<file path="config.mk">
export PLATFORM = sky130hd
export DESIGN_NAME = spi_slave_param
export DESIGN_NICKNAME = d
export VERILOG_FILES = /design/src/rtl/spi_slave_param.sv
export SDC_FILE = /design/constraint.sdc
export NUM_CORES = 1
export LEC_CHECK = 0
export CAP_MARGIN = 25
export CORE_MARGIN = 2
export CORE_UTILIZATION = 50
export CTS_BUF_LIST = sky130_fd_sc_hd__clkbuf_8
export DETAILED_ROUTE_END_ITERATION = 6
export GPL_TIMING_DRIVEN = 0
export PLACE_DENSITY = 0.74
export SLEW_MARGIN = 20
export SYNTH_ARGS = -nofsm -noshare
export SYNTH_HDL_FRONTEND = slang
export SYNTH_SLANG_ARGS = --single-unit
export TNS_END_PERCENT = 1
</file>
<file path="constraint.sdc">
create_clock -name clk -period 2.3 [get_ports clk]
set_clock_uncertainty 0.05 [all_clocks]
set_input_delay 0.46 -clock clk [delete_from_list [all_inputs] [get_ports clk]]
set_output_delay 0.46 -clock clk [all_outputs]
set_load 0.05 [all_outputs]
</file>
<file path="src/rtl/spi_slave_param.sv">
// SPI slave with configurable word width, bit order and CPOL/CPHA; all pins are resampled on clk.
// Define SPI_SLAVE_STATUS_EN to add sticky underrun/abort flags and a status_clr input.
module spi_slave_param #(
  parameter int unsigned DATA_WIDTH  = 8,
  parameter int unsigned CPOL        = 0,
  parameter int unsigned CPHA        = 0,
  parameter int unsigned MSB_FIRST   = 1,
  parameter int unsigned SYNC_STAGES = 2
) (
  input  logic                  clk,
  input  logic                  reset,
  input  logic                  spi_clk,
  input  logic                  cs,
  input  logic                  mosi,
  output logic                  miso,
  output logic                  miso_oe,
  input  logic [DATA_WIDTH-1:0] tx_data,
  input  logic                  tx_valid,
  output logic                  tx_ready,
  output logic [DATA_WIDTH-1:0] rx_data,
  output logic                  rx_valid,
  output logic                  busy
`ifdef SPI_SLAVE_STATUS_EN
  ,
  input  logic                  status_clr,
  output logic                  underrun,
  output logic                  abort
`endif
);

  localparam int unsigned CNT_W       = $clog2(DATA_WIDTH);
  localparam logic        IDLE_LVL    = 1'(CPOL);
  localparam bit          SAMPLE_LEAD = (CPHA == 0);
  localparam bit          MSB_FIRST_B = (MSB_FIRST != 0);

  typedef enum logic {IDLE, ACTIVE} state_t;

  // Synchronisers; the extra top bit of sclk/cs holds the previous synchronised value.
  logic [SYNC_STAGES:0]   sclk_sr;
  logic [SYNC_STAGES:0]   cs_sr;
  logic [SYNC_STAGES-1:0] mosi_sr;

  state_t                 state_q, state_d;
  logic [CNT_W-1:0]       bit_cnt_q, bit_cnt_d;
  logic                   load_pending_q, load_pending_d;
  logic [DATA_WIDTH-1:0]  tx_shift_q, tx_shift_d;
  logic [DATA_WIDTH-1:0]  rx_shift_q, rx_shift_d;
  logic [DATA_WIDTH-1:0]  rx_data_d;
  logic                   rx_valid_d;
  logic                   tx_load;

  logic                   sclk_s, sclk_p, cs_s, cs_p, mosi_s;
  logic                   lead_edge, trail_edge, sample_edge, shift_edge;
  logic                   cs_fall, cs_rise;
  logic [DATA_WIDTH-1:0]  rx_next, tx_shifted;

  assign sclk_s = sclk_sr[SYNC_STAGES-1];
  assign sclk_p = sclk_sr[SYNC_STAGES];
  assign cs_s   = cs_sr[SYNC_STAGES-1];
  assign cs_p   = cs_sr[SYNC_STAGES];
  assign mosi_s = mosi_sr[SYNC_STAGES-1];

  assign lead_edge   = (sclk_p == IDLE_LVL) && (sclk_s != IDLE_LVL);
  assign trail_edge  = (sclk_p != IDLE_LVL) && (sclk_s == IDLE_LVL);
  assign sample_edge = SAMPLE_LEAD ? lead_edge : trail_edge;
  assign shift_edge  = SAMPLE_LEAD ? trail_edge : lead_edge;
  assign cs_fall     = cs_p & ~cs_s;
  assign cs_rise     = ~cs_p & cs_s;

  assign rx_next    = MSB_FIRST_B ? {rx_shift_q[DATA_WIDTH-2:0], mosi_s}
                                  : {mosi_s, rx_shift_q[DATA_WIDTH-1:1]};
  assign tx_shifted = MSB_FIRST_B ? {tx_shift_q[DATA_WIDTH-2:0], 1'b0}
                                  : {1'b0, tx_shift_q[DATA_WIDTH-1:1]};

  assign miso     = MSB_FIRST_B ? tx_shift_q[DATA_WIDTH-1] : tx_shift_q[0];
  assign busy     = (state_q == ACTIVE);
  assign miso_oe  = busy;
  assign tx_ready = tx_load;

  always_ff @(posedge clk or posedge reset) begin
    if (reset) begin
      sclk_sr <= {(SYNC_STAGES+1){IDLE_LVL}};
      cs_sr   <= '1;
      mosi_sr <= '0;
    end else begin
      sclk_sr <= {sclk_sr[SYNC_STAGES-1:0], spi_clk};
      cs_sr   <= {cs_sr[SYNC_STAGES-1:0], cs};
      mosi_sr <= {mosi_sr[SYNC_STAGES-2:0], mosi};
    end
  end

  always_ff @(posedge clk or posedge reset) begin
    if (reset) begin
      state_q        <= IDLE;
      bit_cnt_q      <= '0;
      load_pending_q <= 1'b0;
      tx_shift_q     <= '0;
      rx_shift_q     <= '0;
      rx_data        <= '0;
      rx_valid       <= 1'b0;
    end else begin
      state_q        <= state_d;
      bit_cnt_q      <= bit_cnt_d;
      load_pending_q <= load_pending_d;
      tx_shift_q     <= tx_shift_d;
      rx_shift_q     <= rx_shift_d;
      rx_data        <= rx_data_d;
      rx_valid       <= rx_valid_d;
    end
  end

  // cs rise wins over a coincident sample edge so a truncated word is never delivered.
  always_comb begin
    state_d        = state_q;
    bit_cnt_d      = bit_cnt_q;
    load_pending_d = load_pending_q;
    tx_shift_d     = tx_shift_q;
    rx_shift_d     = rx_shift_q;
    rx_data_d      = rx_data;
    rx_valid_d     = 1'b0;
    tx_load        = 1'b0;
    case (state_q)
      IDLE: begin
        if (cs_fall) begin
          state_d        = ACTIVE;
          bit_cnt_d      = '0;
          load_pending_d = 1'b0;
          rx_shift_d     = '0;
          tx_load        = 1'b1;
        end
      end
      ACTIVE: begin
        if (cs_rise) begin
          state_d        = IDLE;
          bit_cnt_d      = '0;
          load_pending_d = 1'b0;
          rx_shift_d     = '0;
        end else if (sample_edge) begin
          rx_shift_d = rx_next;
          if (bit_cnt_q == CNT_W'(DATA_WIDTH - 1)) begin
            rx_data_d      = rx_next;
            rx_valid_d     = 1'b1;
            bit_cnt_d      = '0;
            load_pending_d = 1'b1;
          end else begin
            bit_cnt_d = bit_cnt_q + CNT_W'(1);
          end
        end else if (shift_edge) begin
          if (load_pending_q) begin
            tx_load        = 1'b1;
            load_pending_d = 1'b0;
          end else if (bit_cnt_q != '0) begin
            tx_shift_d = tx_shifted;
          end
        end
      end
      default: state_d = IDLE;
    endcase
    if (tx_load) tx_shift_d = tx_valid ? tx_data : '0;
  end

`ifdef SPI_SLAVE_STATUS_EN
  logic abort_set;
  assign abort_set = (state_q == ACTIVE) && cs_rise && (bit_cnt_q != '0);

  // Sticky flags; a set in the same cycle as status_clr wins.
  always_ff @(posedge clk or posedge reset) begin
    if (reset) begin
      underrun <= 1'b0;
      abort    <= 1'b0;
    end else begin
      if (tx_load && !tx_valid) underrun <= 1'b1;
      else if (status_clr)      underrun <= 1'b0;
      if (abort_set)            abort    <= 1'b1;
      else if (status_clr)      abort    <= 1'b0;
    end
  end
`endif

endmodule

</file>
### Cell density map, run 1

The die is cut into 12 by 12 equal tiles; white is low, dark blue is high, 0 to 100% covered.
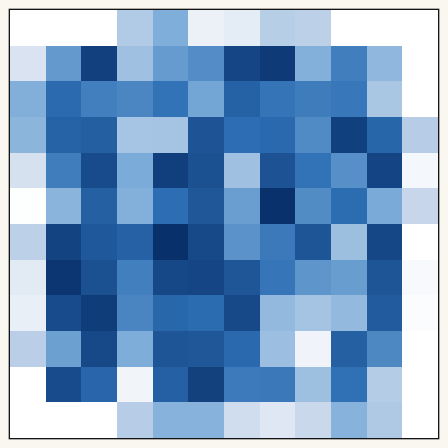
fullest tile: 100%
nearly empty tiles: 13%
mean over tiles: 53%
tiles over 75% full: 35%
densest ninth of the die: center
core utilization before placement: 51.7%
post-layout utilization of the core: 64.5%

### Cell placement, run 1

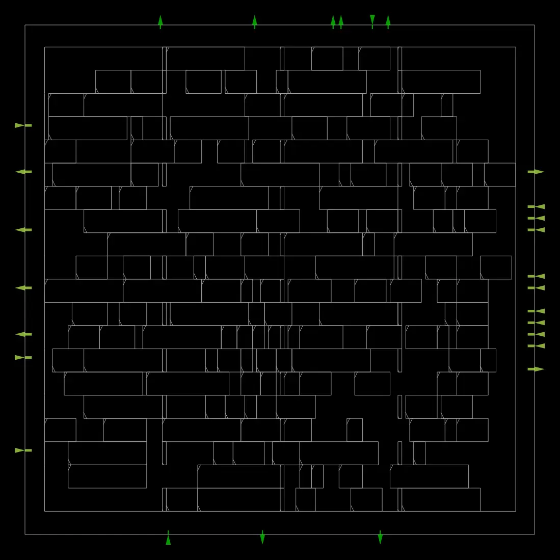
placeable core region: 3000 um2
total number of tap cells: 33
number of placement rows: 20
final std cells w/o fill: 185
sequential cell area share: 48.0%

==> flow_summary.yaml, run 1 <==
# yosys + openroad results
clocking:
  clock_sinks: 37
  cts_hold_buffers: 0
  post_cts_resized: 3
critical_path:
  reg2regPathDepth: 7
  critical-path-slowest-cell: "sky130_fd_sc_hd__clkdlybuf4s50_1"
  worst-path-max-fanout: 8
  cpLargestDelayFamily: "buffers and inverters"
layout:
  final_design_area_no_fill_um2: 1940
  area_dominant_class: "registers"
  final.signal_inverter_count: 10
  flop-count: 37
  clkCellAreaFrac_pct: 4.65
synthesis:
  netlist.top_cell.by_area: "sky130_fd_sc_hd__dfrtp_1"
  yosys_warnings: 0
  synth-cells-yosys: 118
power:
  peakVddDrop_uv: 488
  power_sequential_uw: 756
global_route:
  grt_first_pass_wirelength_um: 4010
  grt_most_used_layer: "met2"
  grt_usage_pct: 15.6
outcome:
  result_of_the_run: "complete, no violations"
placement:
  place_ws_ns: -0.0855
detailed_routing:
  routed-via-count: 978
final_timing:
  timing.final.crit_share_pct: 97.5
### I/O pins on the die edge, run 1

Scale bar: 20 um. Pins as bars across the die edge, other pins in gray.
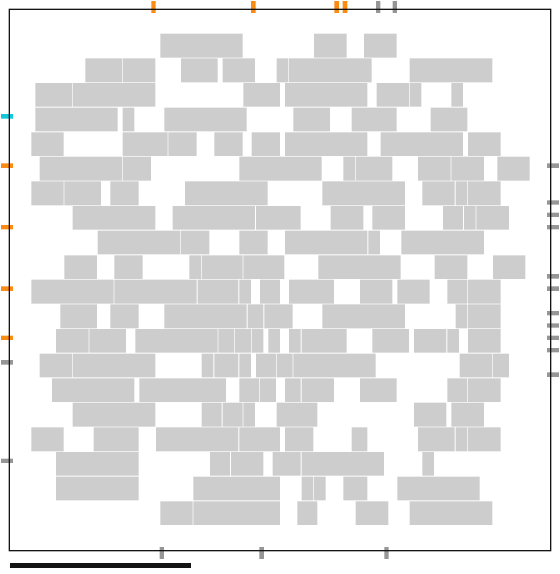
| port | color | pins | direction | edge |
|---|---|---|---|---|
| rx_data | orange | 8 | output | 4 left, 4 top |
| clk | cyan | 1 | input | left |
all pins by edge: 11 right, 7 left, 6 top, 3 bottom
die height: 59.7 um
overall die width: 59.7 um
number of I/O port buffers: 26

[run 1: worst min-delay path by stage]
stage                     from         end  cells after the start
floorplan           mosi_sr[0]  mosi_sr[1]                      0
global placement    sclk_sr[0]  sclk_sr[1]                      0
detailed placement  mosi_sr[0]  mosi_sr[1]                      0
CTS                   cs_sr[0]    cs_sr[1]                      0
global route          cs_sr[0]    cs_sr[1]                      0
finish                cs_sr[0]    cs_sr[1]                      0
[run 1: state kept, by name, summed over array words and instances (netlist names)]
register and cells:
rx_data 8, cs_sr 3, tx_shift_q 8, mosi_sr 2, rx_shift_q 7, sclk_sr 3, rx_valid 1, bit_cnt_q 3
busy 1, load_pending_q 1
[run 1: per-layer routing]
layer  vias up  share of wire (%)
li1        472                  -
met4         0                1.2
met1       482                 45
met3         2                5.2
met2        22                 49
met5         -                  0
### Layout detail, run 1

Region (35, 35) to (55, 55) um. Cells in gray, sequential cells in the stronger gray; small squares are vias.
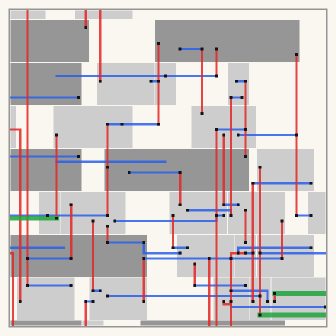

==> run 1 -> run 2 <==
CTS_BUF_LIST = sky130_fd_sc_hd__clkbuf_4 sky130_fd_sc_hd__clkbuf_8   (was sky130_fd_sc_hd__clkbuf_8)
### Layout detail, run 2

Region (35, 35) to (55, 55) um. Cells in gray, sequential cells in the stronger gray; small squares are vias.
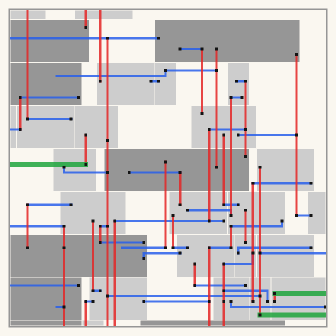
| layer | color |
|---|---|
| M1 | blue |
| M3 | green |
| M2 | red |
sequential cells in the window: 4
netlist names of flops here include: tx_shift_q (3), rx_valid (1)
cells with their middle in the window: 22
most frequent: clkdlybuf4s50_1 (5), mux2i_1 (4), dfrtp_1 (4)

### Sizing map, run 2

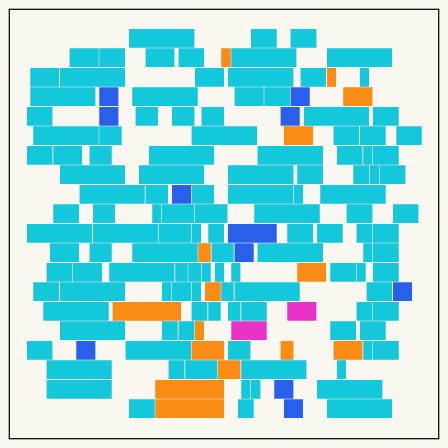
| size | color | cells | share |
|---|---|---|---|
| x2 | orange | 15 | 9.9% |
| x3 and x4 | blue | 11 | 7.2% |
| x1 and smaller | cyan | 124 | 82% |
| x6 and larger | magenta | 2 | 1.3% |

==> run 2 against run 1 <==
Non-clock buffer count stayed put; core utilization is 0.50 points lower; synthesized area stayed put; sequential cell count stayed put; global-route usage is 0.64 points higher; synthesized cell count stayed put; die area stayed put; critical path depth is 2 higher; count of clock-buffer cells in the layout is 2 higher; cell area is 0.77% lower; highest routed layer unchanged.
==> flow_summary.yaml, run 2 <==
# yosys + openroad results
floorplanning:
  core_region_area_um2: 3000
  rows: 20
  die_w_um: 59.7
  core_util_floorplan_pct: 51.7
  num_tap_cells: 33
global_route:
  grt_usage_pct: 16.3
  grt_first_pass_wirelength_um: 4130
placement:
  place_ws_ns: -0.0855
  io_buffer_count: 26
power:
  power_sequential_uw: 757
  peakVddDrop_uv: 470
layout:
  post_route_cells_drive_above_1_share_pct: 18.4
  reg.largest.list: "rx_data x8, tx_shift_q x8, rx_shift_q x7"
  sh_seq_area_pct: 48.3
  layout.cells.non_filler: 185
  area_dominant_class: "registers"
  flop-count: 37
critical_path:
  worst-path-max-fanout: 9
  critical-path-slowest-cell: "sky130_fd_sc_hd__dfstp_2"
  cpLargestDelayFamily: "flip-flops"
  reg2regPathDepth: 7
min_path:
  min_path_cells: 0
  hold_start: "cs_sr[0]"
  whs_endpoint: "cs_sr[1]"
detailed_routing:
  routed-via-count: 997
final_timing:
  timing.final.crit_share_pct: 95.2
outcome:
  result_of_the_run: "complete, no violations"
synthesis:
  yosys_warnings: 0
  synthesized_area_um2: 1550
  netlist.top_cell.by_area: "sky130_fd_sc_hd__dfrtp_1"
clocking:
  post_cts_resized: 6
[run 2: cells by family after synthesis]
logic type               share of synthesized area [%]
multiplexers                                      15.2
buffers and inverters                             4.27
AND/OR/NAND/NOR                                   8.55
flip-flops                                        59.9
adder cells (fa/ha/maj)                           2.42
AND-OR/OR-AND                                     9.68
[run 2: metrics by stage]
step	setup TNS [ns]	hold slack, ns	util, %	cell area (um2)
floorplan	0	0.281	-	1550
global placement	-0.0899	0.284	61.7	1850
detailed placement	-0.0855	0.287	61.7	1850
CTS	0	0.312	63.7	1910
global route	0	0.318	64.0	1920
finish	0	0.309	64.0	1920
[run 2: routing by layer]
layer	track usage [%]	up-vias	share of wire (%)
met5	0	-	0
met4	8.25	0	3.3
li1	-	476	-
met3	6.49	10	5.9
met1	18.6	484	44
met2	26.2	27	47
Power figures rest on the tool's default switching activity, not on a simulated workload.
